Run 1, signal metal coverage by tile:
Scale bar: 20 microns. 13 x 26 tiles, from dark blue (low) to red (high), scaled to the fullest tile. Values are wire area over tile area, all layers added.
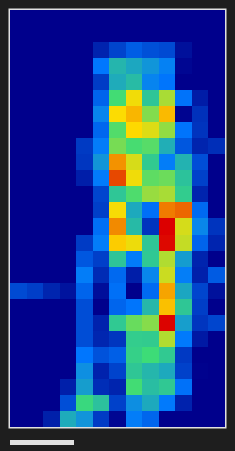
Run 1, metal 1:
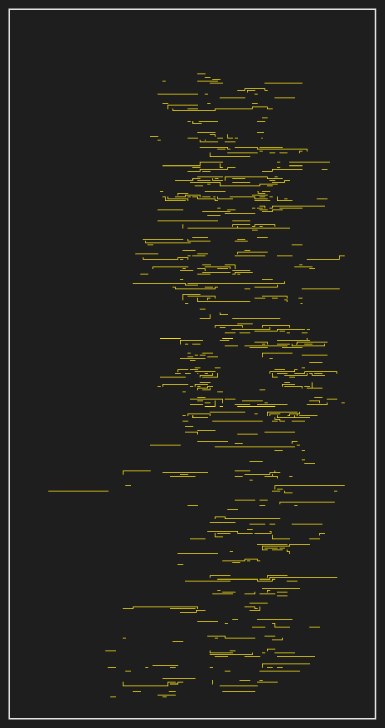
Run 1, cell classes on the final placement:
Fill, decap, tap and diode cells in gray.
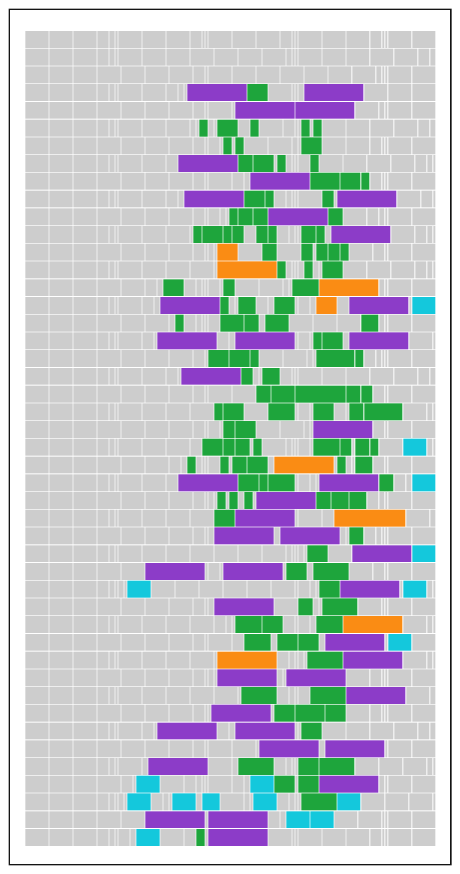
## src/rtl/gray_switch_debouncer.sv

```systemverilog
// gray_switch_debouncer
// Conditions the Gray-coded switch pins for the decoder. Each pin passes
// through a two-flop synchronizer, and one shared stability counter then
// debounces the whole vector. A value is accepted only after it has been
// seen unchanged for DEBOUNCE_CYCLES consecutive edges. Any bit that moves
// restarts the count.
module gray_switch_debouncer #(
    parameter int N_BITS          = 4,
    parameter int DEBOUNCE_CYCLES = 270000
) (
    input  logic              clk,
    input  logic              rst,
    input  logic [N_BITS-1:0] sw_raw,
    output logic [N_BITS-1:0] sw_stable,
    output logic              sw_valid,
    output logic              changed,
    output logic [N_BITS-1:0] changed_mask,
    output logic              busy
);

    localparam int CNT_W = $clog2(DEBOUNCE_CYCLES);
    localparam logic [CNT_W-1:0] CNT_ZERO = CNT_W'(0);
    localparam logic [CNT_W-1:0] CNT_ONE  = CNT_W'(1);
    localparam logic [CNT_W-1:0] CNT_LAST = CNT_W'(DEBOUNCE_CYCLES - 1);

    typedef enum logic [1:0] {
        INIT  = 2'd0,
        IDLE  = 2'd1,
        COUNT = 2'd2
    } state_t;

    logic [N_BITS-1:0] ff1_r;
    logic [N_BITS-1:0] sync_q_r;
    state_t            state_r,     state_s;
    logic [N_BITS-1:0] candidate_r, candidate_s;
    logic [CNT_W-1:0]  cnt_r,       cnt_s;
    logic [N_BITS-1:0] stable_r,    stable_s;
    logic              valid_r,     valid_s;
    logic              changed_r,   changed_s;
    logic [N_BITS-1:0] mask_r,      mask_s;

    // Two-flop synchronizer that brings the asynchronous pins into the clk domain
    always_ff @(posedge clk or posedge rst) begin
        if (rst) begin
            ff1_r    <= {N_BITS{1'b0}};
            sync_q_r <= {N_BITS{1'b0}};
        end else begin
            ff1_r    <= sw_raw;
            sync_q_r <= ff1_r;
        end
    end

    // Next-state and next-output logic for the debounce FSM
    always_comb begin
        state_s     = state_r;
        candidate_s = candidate_r;
        cnt_s       = cnt_r;
        stable_s    = stable_r;
        valid_s     = valid_r;
        changed_s   = 1'b0;
        mask_s      = mask_r;
        case (state_r)
            INIT: begin
                // First acceptance after reset sets sw_valid without raising a change strobe
                if (sync_q_r != candidate_r) begin
                    candidate_s = sync_q_r;
                    cnt_s       = CNT_ONE;
                end else if (cnt_r == CNT_LAST) begin
                    stable_s = candidate_r;
                    valid_s  = 1'b1;
                    cnt_s    = CNT_ZERO;
                    state_s  = IDLE;
                end else begin
                    cnt_s = cnt_r + CNT_ONE;
                end
            end
            IDLE: begin
                if (sync_q_r != stable_r) begin
                    candidate_s = sync_q_r;
                    cnt_s       = CNT_ONE;
                    state_s     = COUNT;
                end else begin
                    cnt_s = CNT_ZERO;
                end
            end
            COUNT: begin
                // When the input bounces back to the accepted value, drop the candidate
                if (sync_q_r == stable_r) begin
                    cnt_s   = CNT_ZERO;
                    state_s = IDLE;
                end else if (sync_q_r != candidate_r) begin
                    candidate_s = sync_q_r;
                    cnt_s       = CNT_ONE;
                end else if (cnt_r == CNT_LAST) begin
                    stable_s  = candidate_r;
                    changed_s = 1'b1;
                    mask_s    = stable_r ^ candidate_r;
                    cnt_s     = CNT_ZERO;
                    state_s   = IDLE;
                end else begin
                    cnt_s = cnt_r + CNT_ONE;
                end
            end
            default: begin
                // Recover from an illegal encoding by starting a fresh acquisition
                state_s = INIT;
                cnt_s   = CNT_ZERO;
            end
        endcase
    end

    // State, counter and output registers; reset discards any partially counted value
    always_ff @(posedge clk or posedge rst) begin
        if (rst) begin
            state_r     <= INIT;
            candidate_r <= {N_BITS{1'b0}};
            cnt_r       <= CNT_ZERO;
            stable_r    <= {N_BITS{1'b0}};
            valid_r     <= 1'b0;
            changed_r   <= 1'b0;
            mask_r      <= {N_BITS{1'b0}};
        end else begin
            state_r     <= state_s;
            candidate_r <= candidate_s;
            cnt_r       <= cnt_s;
            stable_r    <= stable_s;
            valid_r     <= valid_s;
            changed_r   <= changed_s;
            mask_r      <= mask_s;
        end
    end

    assign sw_stable    = stable_r;
    assign sw_valid     = valid_r;
    assign changed      = changed_r;
    assign changed_mask = mask_r;
    assign busy         = (state_r != IDLE);

endmodule

```

## config.mk

```make
export PLATFORM = sky130hd
export DESIGN_NAME = gray_switch_debouncer
export DESIGN_NICKNAME = d
export VERILOG_FILES = /design/src/rtl/gray_switch_debouncer.sv
export SDC_FILE = /design/constraint.sdc
export NUM_CORES = 1
export LEC_CHECK = 0
export CAP_MARGIN = 30
export CORE_ASPECT_RATIO = 2
export CORE_MARGIN = 2
export CORE_UTILIZATION = 25
export CTS_CLUSTER_SIZE = 30
export DETAILED_ROUTE_END_ITERATION = 8
export SETUP_SLACK_MARGIN = 0.02
export SLEW_MARGIN = 20
export SYNTH_ARGS = -nofsm -noshare
export SYNTH_HDL_FRONTEND = slang
export SYNTH_SLANG_ARGS = --single-unit
```

## constraint.sdc

```tcl
create_clock -name clk -period 6.6 [get_ports clk]
set_clock_uncertainty 0.15 [all_clocks]
set_input_delay 1.32 -clock clk [delete_from_list [all_inputs] [get_ports clk]]
set_output_delay 1.32 -clock clk [all_outputs]
set_load 0.01 [all_outputs]
```

==> CHANGELOG.md, run 1 <==
### Metrics

* Status: finished clean
* WP data arrival at between 1000 and 1500 ps
* Ports at 17
* Num rows at 46
* Number of enable flip-flop cells at 0
* Seq pwr share at 0.471
* Number of global-route vias before repair at 1397
* Net count after synthesis at between 150 and 200
* Final setup TNS at 0 ps
* Core Footprint at roughly 8000 sq um
* Critical path class: reg -> out
* Die Ht at approximately 130 microns
* Setup crit start: state_r[1]$_DFFE_PP0N_
* DRC errors left at 0
* Area after DPL at 2290 sq um
* Ant diodes at 0
* Post-CTS Resized at 0
* I/O Buffers at 16
* CTS sink cnt at 43
* Layout cells sized above 1 at 0.141
* Total Power at slightly below 0.6 mW
* Slew @ Worst Pin at between 700 and 800 ps
* Final hold vios at 0
* Flops out of synthesis at ~43
* Hold buffer count at cts at 0
* Drt first pass iters at 4
* Fin nets at a little under 200
* Share of the synthesized area in the top cell type at 0.534
* Initial DRC Count at 85
* RR Startpoint: sw_stable[1]$_DFFE_PP0P_
* Main area contributors: dfrtp_1, xor2_1, xnor2_1, mux2_4, nor2_1
* Initial antenna violation count at 0
* Logic pwr share at 0.041
* Setup repair bufs after CTS at 0
* Synthesis area per yosys at 2020 sq um
* Post-Syn Instances at 169
* CP Capture Type: output port
* Routability Congestion at 0.773
* Final Non-Filler Cells at approximately 290
* Yosys cell count at around 170
* Max Root-Sink Buffers at 2
* H-tree Lvls at 2
* HPWL Detailed at 2850 microns
* CTS tree: yes
* Main flop type: dfrtp_1
* Root Buffer: clkbuf_16
* Tool warning count at 26
* Via density at 4.47
* Area delta synth->final at 22.2%
* Final Setup Violations at 0
* Cell Count Post-Placement at about 280
* Hold path start: ff1_r[0]$_DFF_PP0_
* Antenna viol nets, final at 0
* Max Fanout on Critical Path at 6
* Seq share, synth at 0.534
* Chip width at 67.5 microns
* Sw Pwr at between 0.1 and 0.15 mW
* Setup crit start kind: register
* Switch share at 0.213
* Max IR drop VDD at between 0.00008 and 0.00009 V
* Distinct cells, synth at around 41
* Rel. slew slack at 0.473
* Final Slew Violations at 0
* First-pass GRT wire length at 6850 microns
* Leakage at 1.06 nW
* Critical path data required time at ~5100 ps
* Internal power at around 0.46 mW
* Syn. warnings at 0
* Async set or reset register ratio after synthesis at 1.00
* Die area at just under 9000 sq um
* Clk_lat worst skew at just under 300 ps
* HP Class: reg -> reg
* Clk pwr share at 0.488
* Fmax at 338 MHz
* RSZ-0062 raised after global routing: no
* Gr ovfl total at 0
* Reg2reg setup slack at roughly 4000 ps
* Floorplan Utilization at 0.256
* CTS Buf Count at 5
* Post-layout period usage of the worst path at 0.449
* Largest net degree at the start of global routing at around 44
* Post-Syn Area at between 2000 and 2500 sq um
* Final min period at between 2000 and 3000 ps
* Max Cap Viol at 0
* Synthesized area per cell at about 12 sq um
* Cell taking the most area after synthesis: dfrtp_1
* Core Util, Final at 0.312
* Power Density at 237 nW/um^2
* CTS clk-pin slew, worst paths at 60 ps
About 'signal metal coverage by tile':
nearly empty tiles: 46%
fullest tile: 0.36
mean over tiles: 0.066
wire per inst: 13.1 microns
GRT Total Usage: 0.104
Routed WL: 3790 microns

About 'metal 1':
longest straight run: 18.9 microns
share of all routed wire: 36%
main direction: horizontal
nets with wire on the layer: 181
wire length on this layer: 1380 microns
M1 GR Usage: 0.106
routed vias: 1286

About 'cell classes on the final placement':
legend:
  orange:
    class: clock drivers and dummy loads
    cells: 8
    share_of_their_area: 7.4%
  cyan:
    class: remaining buffers and delay cells
    cells: 17
    share_of_their_area: 7.2%
  green:
    class: remaining logic cells
    cells: 124
    share_of_their_area: 40%
  purple:
    class: sequential cells
    cells: 43
    share_of_their_area: 46%
flop share of the area: 0.437
post-layout instance area: 2460 sq um

[run 1: sequential cells by signal, indices dropped and copies added, names as in the netlist]
name,count
changed_mask,4
changed,1
candidate_r,4
cnt_r,19
ff1_r,4
sync_q_r,4
sw_stable,4
state_r,2
sw_valid,1
[run 1: Yosys cell counts, drive strengths merged (2+ instances only)]
master  count
nor3        3
buf         2
and3        5
nor3b       2
a21oi       3
nor2       25
nand2b      2
nand2       7
dfrtp      43
or4b        3
nand4       4
or3         2
mux2       12
xor2       15
nor4        3
nand3       8
inv         4
xnor2      14
or4         2
[run 1: metal layers]
metal,share of wire,global-route usage,up-vias
li1,-,-,622
met1,0.36,0.106,644
met2,0.58,0.186,15
met3,0.024,0.0214,5
met4,0.028,0.0612,0
met5,0,0,-
[run 1: placed cells by master, fill, tap and decap left out, types with 2 or more instances in the layout]
cell	count
dfrtp_1	43
or4b_1	2
inv_1	4
nor2_1	25
mux2_1	4
nand3_1	8
xor2_1	15
nand4_1	4
nor3_1	2
nand2b_1	2
and3_1	5
nand2_1	5
xnor2_1	14
mux2_4	8
nor3b_1	2
clkdlybuf4s50_1	16
clkbuf_16	5
[run 1: per-stage QoR]
step | hold WS (ps) | setup slack (ps)
2_1_floorplan | 181 | 4130
5_1_grt | 206 | 3550
4_1_cts | 201 | 3640
3_3_place_gp | 182 | 3990
6_report | 199 | 3640
3_5_place_dp | 186 | 3950
[run 1: worst paths after layout]
path,to,cells after the start
worst max register to register,cnt_r[4]$_DFF_PP0_,5
max in group asynchronous,cnt_r[7]$_DFF_PP0_,3
min in group asynchronous,sync_q_r[0]$_DFF_PP0_,3
worst min register to register,sync_q_r[0]$_DFF_PP0_,0
worst min-delay path,sync_q_r[0]$_DFF_PP0_,0
worst max-delay path,busy,2
[run 1: worst max-delay path, stage by stage, from the launching register on]
cell	delay, ps
dfrtp_1	450
nand2b_1	210
clkdlybuf4s50_1	550
[run 1: cells by family (layout without fill, tap and decap cells)]
kind of cell / after synthesis / in the layout / synth area share
DFF: 43 / 43 / 0.534
and+or+nand+nor: 71 / 71 / 0.210
adders and majority gates: 1 / 1 / 0.00621
AOI/OAI and AO/OA: 7 / 7 / 0.0279
buffers and inverters: 6 / 29 / 0.0137
muxes: 12 / 12 / 0.0819
xor gates and xnor gates: 29 / 29 / 0.126
[run 1: power groups by stage]
stage                     registers (mW)  clock network (mW)  logic [mW]
after CTS                          0.275               0.293      0.0251
after floorplan                    0.278                   0      0.0179
after global routing               0.276               0.303      0.0275
after detailed placement           0.280                   0      0.0250
final                              0.275               0.285      0.0241
after global placement             0.280                   0      0.0245
[run 1: area by class of cell]
type	count	area (sq um)
fill	786	5420
sequential	43	1080
multi-input combinational	120	912
timing repair buffer	17	168
clock buffer	5	125
tap	96	120
clock inverter	3	47.5
inverter	4	15.0
==> run 2: changes to the inputs <==
==> constraint.sdc (replaced) <==
create_clock -name clk -period 2.9 [get_ports clk]
set_clock_uncertainty 0.15 [all_clocks]
set_input_delay 0.58 -clock clk [delete_from_list [all_inputs] [get_ports clk]]
set_output_delay 0.58 -clock clk [all_outputs]
set_load 0.01 [all_outputs]
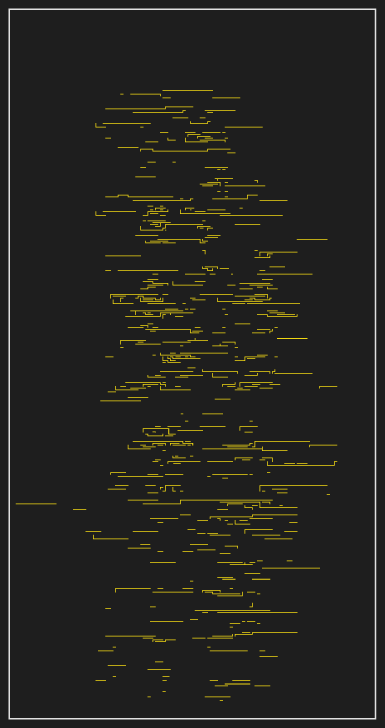
Run 2: metal 1
wire length on this layer: 1360 microns
share of all routed wire: 37%
longest straight run: 17.0 microns
routed vias: 1276
M1 GR Usage: 0.0967
Routed WL: 3710 microns

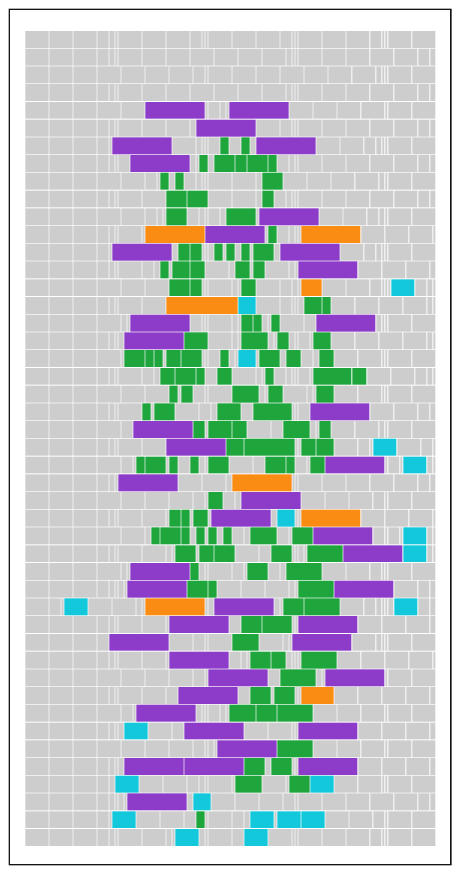
Run 2: cell classes on the final placement
Fill, decap, tap and diode cells in gray.
legend:
  purple:
    class: sequential cells
    cells: 43
    share_of_their_area: 45%
  orange:
    class: clock drivers and dummy loads
    cells: 8
    share_of_their_area: 7.5%
  cyan:
    class: remaining buffers and delay cells
    cells: 20
    share_of_their_area: 8.0%
  green:
    class: remaining logic cells
    cells: 124
    share_of_their_area: 39%
post-layout instance area: 2490 sq um
Core Util, Final: 0.316
num rows: 46

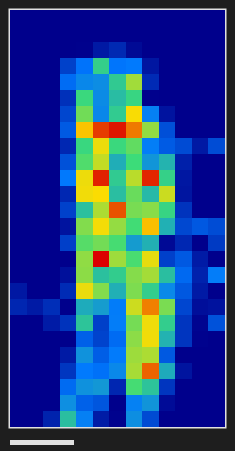
Run 2: signal metal coverage by tile
Scale bar: 20 microns. 13 x 26 tiles, from dark blue (low) to red (high), scaled to the fullest tile. Values are wire area over tile area, all layers added.
nearly empty tiles: 46%
tiles over half the peak: 16%
mean over tiles: 0.065
GRT Total Usage: 0.0968
wire per inst: 12.8 microns

==> CHANGELOG.md, run 2 <==
### Metrics

* Worst R2R End: sw_stable[1]$_DFFE_PP0P_
* Reg2reg setup slack at 530 ps (-3540 ps)
* Max Cap Viol at 0 (unchanged)
* CP Capture Type: register
* HP Class: reg -> reg
* Async set or reset register ratio after synthesis at 1.00 (unchanged)
* Area fraction in compound gates after synthesis at 0.0279 (unchanged)
* CTS sink cnt at 43 (unchanged)
* Layout cells sized above 1 at 0.154 (+0.0132)
* Max FFs per register at 19 (unchanged)
* Fmax at roughly 420 MHz
* Syn. warnings at 0 (unchanged)
* Drt first pass iters at 4 (unchanged)
* DRC errors left at 0 (unchanged)
* RSZ-0062 raised after global routing: no
* Max Root-Sink Buffers at 2 (unchanged)
* Main flop type: dfrtp_1
* Dominant combinational family: simple AND/OR/NAND/NOR gates
* Number of enable flip-flop cells at 0 (unchanged)
* Leakage at 1.07 nW (+1.6%)
* CTS Buf Count at 5 (unchanged)
* Cell taking the most area after synthesis: dfrtp_1
* Hold path start: ff1_r[1]$_DFF_PP0_
* Worst reg2reg path depth at 5 (unchanged)
* Setup repair bufs after CTS at 0 (unchanged)
* Flops out of synthesis at 43 (unchanged)
* Fin nets at 201 (+1.5%)
* RR Startpoint: cnt_r[6]$_DFF_PP0_
* CTS tree: yes
* H-tree Lvls at 2 (unchanged)
* Hold buffer count at cts at 0 (unchanged)
* Top cells by count: dfrtp_1, nor2_1, xor2_1, xnor2_1
* Power Density at 540 nW/um^2 (+130%)
* I/O Buffers at 16 (unchanged)
* Critical path class: reg -> reg
* Post-Syn Area at 2020 sq um (unchanged)
* Post-layout period usage of the worst path at 0.818
* Post-Syn Instances at 169 (unchanged)
* WP buf/inv at 0 (-1)
* CP Cell Sequence: or4b_1, or4_4, nor3_4, nand2_4, mux2_4
* Setup crit start kind: register
* Final Slew Violations at 0 (unchanged)
* Root Buffer: clkbuf_16
* Basic Gates by Area at 0.210 (unchanged)
* Mux area share at 0.0819 (unchanged)
* CTS clk-pin slew, worst paths at 60 ps (about the same)
* HPWL Detailed at 2790 microns (-2.1%)
* Slowest Stage Delay on Critical Path at 530 ps (-20 ps)
* Crit-path slowest cell: or4b_1
* Hold-critical path depth at 0 (unchanged)
* Final hold vios at 0 (unchanged)
* Die Ht at 131 microns (unchanged)
* Synth Area in XOR/XNOR at 0.126 (unchanged)
* Yosys cell count at 169 (unchanged)
* Seq share, synth at 0.534 (unchanged)
* Via density at 4.38 (-1.8%)
* Synthesis area per yosys at 2020 sq um (unchanged)
* Post-CTS Resized at 0 (unchanged)
* Top reg by flops: cnt_r
* Final setup TNS at 0 ps (unchanged)
* Slew @ Worst Pin at 670 ps (-114 ps)
* Tool warning count at 26 (unchanged)
* Ant diodes at 0 (unchanged)
* Routability Congestion at 0.778 (+0.71%)
* Distinct cells, synth at 41 (unchanged)
* Count leader, synth: dfrtp_1
* Synthesized area per cell at 11.9 sq um (unchanged)
* Core Footprint at 7890 sq um (unchanged)
* First-pass GRT wire length at 6350 microns (-7.3%)
* Gr ovfl total at 0 (unchanged)
* Chip width at 67.5 microns (unchanged)
* Number of global-route vias before repair at 1384 (-0.93%)
* Post-synthesis adder-cell area fraction at 0.00621 (unchanged)
* Initial antenna violation count at 0 (unchanged)
* Final min period at about 2400 ps
* Rel. slew slack at 0.549 (+0.0761)
* Share of the synthesized area in the top cell type at 0.534 (unchanged)
* Top Layout Cells: dfrtp_1, nor2_1, clkdlybuf4s50_1
* Antenna viol nets, final at 0 (unchanged)
* WP data arrival at 2400 ps (+910 ps)
* Initial DRC Count at 41 (-52%)
* Status: finished clean
* Top delay family on crit path: simple AND/OR/NAND/NOR gates
* Hold Path End: sync_q_r[1]$_DFF_PP0_
* Area delta synth->final at 23.6%
* Die area at 8840 sq um (unchanged)
* Net count after synthesis at 176 (unchanged)
* Max IR drop VDD at 0.000213 V (+140%)
* Final Setup Violations at 0 (unchanged)
* Critical path data required time at 2930 ps (-2200 ps)
* Main area contributors: dfrtp_1, xor2_1, xnor2_1, mux2_4, nor2_1
* Largest net degree at the start of global routing at 44 (unchanged)
* Clk_lat worst skew at 290 ps (about the same)
* Max Fanout on Critical Path at 7 (+1)
* Ports at 17 (unchanged)
* Total Power at 1.35 mW (+130%)
* Commonest Layout Cell: dfrtp_1
* Floorplan Utilization at 0.256 (unchanged)
## run 2: cell counts after synthesis
No cell type changed its count.
## run 2: worst reg2reg max path: cells and delay by family (launching register included)
kind / cells / cell delay (ps)
simple gates: 4 / 1360
mux: 1 / 310
flops: 1 / 440
## run 2: where the power goes
part	total, mW	internal [mW]	switching (mW)	leakage (nW)
Clock	0.662	0.433	0.230	0.0875
Combinational	0.0587	0.0258	0.0329	0.419
Sequential	0.625	0.613	0.0125	0.568
Total	1.35	1.07	0.275	1.07
## run 2: layer usage
layer	vias up	global-route usage	wire length (microns)
met2	19	0.173	2140
li1	626	-	-
met4	0	0.0636	115
met5	-	0	0
met1	625	0.0967	1360
met3	6	0.0205	97
## run 2: worst max-delay path by stage
stage	from	endpoint	slack, ps	depth (start not counted)
after floorplan	cnt_r[6]$_DFF_PP0_	sw_stable[0]$_DFFE_PP0P_	630	5
after global placement	cnt_r[6]$_DFF_PP0_	sw_stable[2]$_DFFE_PP0P_	550	5
after detailed placement	cnt_r[6]$_DFF_PP0_	sw_stable[1]$_DFFE_PP0P_	510	5
after CTS	cnt_r[6]$_DFF_PP0_	sw_stable[1]$_DFFE_PP0P_	510	5
after global routing	cnt_r[6]$_DFF_PP0_	sw_stable[3]$_DFFE_PP0P_	420	5
final	cnt_r[6]$_DFF_PP0_	sw_stable[1]$_DFFE_PP0P_	530	5
## run 2: area by class of cell
type                    count  area [sq um]
fillers                   804          5390
flip-flops and latches     43          1080
multi-input cells         120           912
repair buffers             20           190
clock buffers               6           139
well taps                  96           120
clock inverters             2          38.8
inverters                   4          15.0
## run 2: through the flow
step,setup WS (ps),std cells,hold slack [ps],instance area [sq um]
6_report,527,291,198,2490
5_1_grt,422,291,205,2490
4_1_cts,512,291,199,2490
3_5_place_dp,510,283,185,2310
3_3_place_gp,546,283,184,2310
2_1_floorplan,632,169,181,2020
## run 2: cell families after synthesis
| group | count (synthesis) |
|---|---|
| AND/OR/NAND/NOR | 71 |
| flip-flops | 43 |
| XOR/XNOR | 29 |
| multiplexers | 12 |
| AND-OR/OR-AND | 7 |
| buffers and inverters | 6 |
| adder cells (fa/ha/maj) | 1 |
Power is estimated from default activity; no workload was simulated.
